Figure 1. Routed clock nets over the placement.
The bar under the picture is 100 microns long.
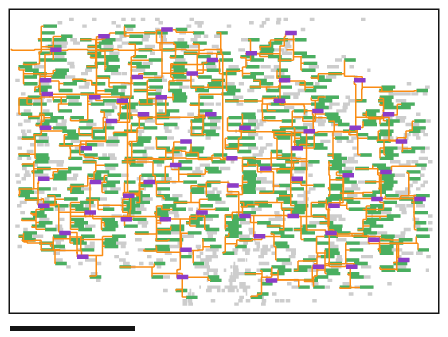
Figure 2. Sequential cells grouped by signal name.
Other sequential cells in the stronger gray, the rest of the logic in the fainter gray.
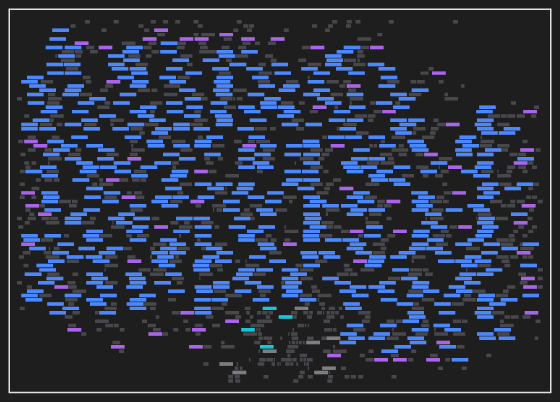
Figure 3. Clock routing.
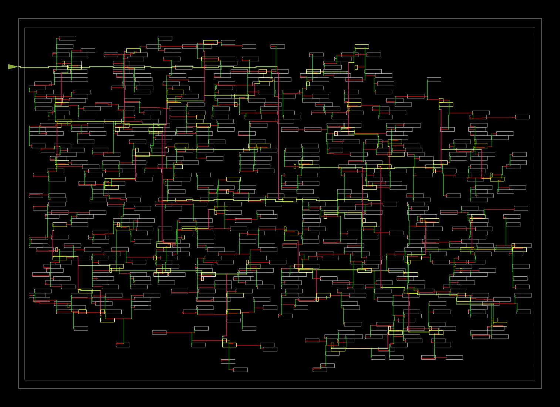
Figure 4. Cells colored by class.
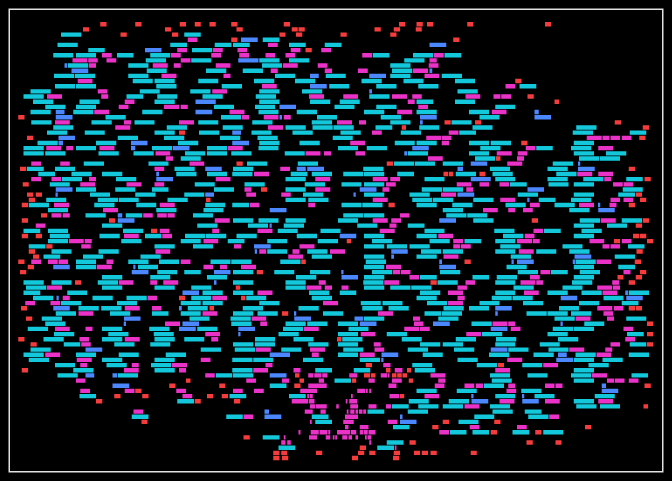
[src/rtl/ob_ingress_q.sv]
// ob_ingress_q: ingress command FIFO in front of the order-book controller.
// Commands arrive over a valid/ready handshake. The oldest entry is held in a
// registered show-ahead head (ingress_vld/ingress_cmd) and is popped by
// ingress_consume. Every output is registered or decoded directly from
// registered pointers, so there is no combinational in->out path.
module ob_ingress_q #(
    parameter int W        = 64,
    parameter int DEPTH    = 8,
    parameter int AFULL_TH = 6
) (
    input  logic                     clk,
    input  logic                     rst,
    input  logic                     in_vld,
    input  logic [W-1:0]             in_cmd,
    output logic                     in_rdy,
    output logic                     ingress_vld,
    output logic [W-1:0]             ingress_cmd,
    input  logic                     ingress_consume,
    output logic [$clog2(DEPTH):0]   occupancy,
    output logic                     almost_full,
    output logic                     err_underflow
);
    localparam int AW = $clog2(DEPTH);
    localparam int PW = AW + 1;

    logic [W-1:0]  mem [DEPTH];
    logic [PW-1:0] wr_ptr, rd_ptr, rd_ptr_nxt, occ_nxt;
    logic          push, pop;
    logic          head_vld_nxt;
    logic [W-1:0]  head_cmd_nxt;

    // Handshakes only qualify on registered flags, so a pop never frees a
    // slot for a push in the same cycle, and a consume while the queue is
    // empty has no effect.
    assign push = in_vld & in_rdy;
    assign pop  = ingress_consume & ingress_vld;

    // Pointers carry one extra wrap bit, so the difference spans 0..DEPTH.
    assign occupancy  = wr_ptr - rd_ptr;
    assign occ_nxt    = occupancy + PW'(push) - PW'(pop);
    assign rd_ptr_nxt = rd_ptr + PW'(pop);

    // Next head: the entry at the post-pop read pointer. If that slot is the
    // one being written on this edge (the queue is empty, or it drains to the
    // incoming push), the value is taken straight from in_cmd.
    always_comb begin
        head_vld_nxt = (occ_nxt != '0);
        head_cmd_nxt = ingress_cmd;
        if (head_vld_nxt) begin
            if (rd_ptr_nxt == wr_ptr)
                head_cmd_nxt = in_cmd;
            else
                head_cmd_nxt = mem[rd_ptr_nxt[AW-1:0]];
        end
    end

    // Storage array. It has no reset because validity comes from the pointers.
    always_ff @(posedge clk) begin
        if (push)
            mem[wr_ptr[AW-1:0]] <= in_cmd;
    end

    // Pointers, the registered flags, the head register and the sticky error.
    always_ff @(posedge clk or negedge rst) begin
        if (!rst) begin
            wr_ptr        <= '0;
            rd_ptr        <= '0;
            in_rdy        <= 1'b0;
            ingress_vld   <= 1'b0;
            ingress_cmd   <= '0;
            almost_full   <= 1'b0;
            err_underflow <= 1'b0;
        end else begin
            wr_ptr      <= wr_ptr + PW'(push);
            rd_ptr      <= rd_ptr_nxt;
            in_rdy      <= (occ_nxt < PW'(DEPTH));
            almost_full <= (occ_nxt >= PW'(AFULL_TH));
            ingress_vld <= head_vld_nxt;
            ingress_cmd <= head_cmd_nxt;
            if (ingress_consume && !ingress_vld)
                err_underflow <= 1'b1;
        end
    end
endmodule

[config.mk]
export PLATFORM = sky130hd
export DESIGN_NAME = ob_ingress_q
export DESIGN_NICKNAME = d
export VERILOG_FILES = /design/src/rtl/ob_ingress_q.sv
export SDC_FILE = /design/constraint.sdc
export NUM_CORES = 1
export LEC_CHECK = 0
export ABC_AREA = 0
export CAP_MARGIN = 15
export CORE_ASPECT_RATIO = 0.7
export CORE_MARGIN = 4
export CORE_UTILIZATION = 30
export DETAILED_ROUTE_END_ITERATION = 10
export GPL_ROUTABILITY_DRIVEN = 0
export PLACE_DENSITY = 0.42
export SYNTH_ARGS = -nofsm -noshare
export SYNTH_HDL_FRONTEND = slang
export SYNTH_SLANG_ARGS = --single-unit
[constraint.sdc]
create_clock -name clk -period 14.06 [get_ports clk]
set_input_delay 2.812 -clock clk [delete_from_list [all_inputs] [get_ports clk]]
set_output_delay 2.812 -clock clk [all_outputs]
set_load 0.01 [all_outputs]
==> Slide: Implementation Results <==
Key Metrics from the Run

Logic synthesis
  – Commonest flop: edfxtp_1
  – Syn Nets: 1107
  – Yosys stat cell total: 1027
  – Cell area after synthesis: 23600 sq um
  – Count leader, synth: edfxtp_1
  – Synth cell types: 32
  – Adders+Majority by Area: 0.699%

Global route
  – Grt met2 use: 21.3%
  – Tot GR Track Use: 13.4%

Finish
  – Final nets: 1280
  – Clk tree area frac: 7.11%
  – Fraction of layout cells with a size suffix above 1: 36.5%
  – Flip-flops: 588
  – Non-clk buf share: 5.55%
  – Top class by area: sequential cells

Power
  – Leak pwr: 9.66 nW
  – Combinational share of power: 45.1%
  – Comb power: 0.00326 W

Floorplanning
  – Die X: 343 microns
  – Die ar.: 83400 sq um
  – Die Ht: 243 microns

Routing
  – Final WL: 55.2 mm

Setup path
  – Worst setup endpoint: ingress_cmd[15]
  – Max FO, Critical Path: 42
  – CP Data Required Time: 14.55 ns
  – CP endpoint kind: flop
  – Crit-path leading delay family: buffers and inverters
  – CP cell instances: clkdlybuf4s50_1, and2_1, ha_4, buf_4, buf_4, mux4_2, mux2_2, mux2_4, mux2_4

CTS
  – CTS tree: done

Outcome
  – Status: completed

Final timing
  – Max Fclk: 0.153 GHz
  – Slew Limit Fails: 0

Run
  – Max-cap viol count: 0

Place
  – Post-DP HPWL: 28.5 mm
Notes on Figure 1 above:
Orange marks clock wires, length 8050 microns. Green marks flip-flops, count 588. Purple marks clock-net drivers, count 61.
There are 62 routed clock nets.

Notes on Figure 2 above:
Blue marks mem, placed flops 512. Cyan marks rd_ptr, placed flops 4, where south. Purple marks ingress_cmd, placed flops 64, where spread over the die.
Another 8 sequential cells are not colored.

Notes on Figure 3 above:
clock skew: 0.0201 ns
# clk buffers: 86
Num CTS Buffers: 61

Notes on Figure 4 above:
Red marks remaining buffers and delay cells, cells 163. Cyan marks registers, cells 588. Blue marks clock drivers and dummy loads, cells 116. Magenta marks remaining logic cells, cells 386.
std cell rows: 85
Finished Core Util: 36.5%
Seq/total area: 61.1%

Power figures rest on the tool's default switching activity, not on a simulated workload.
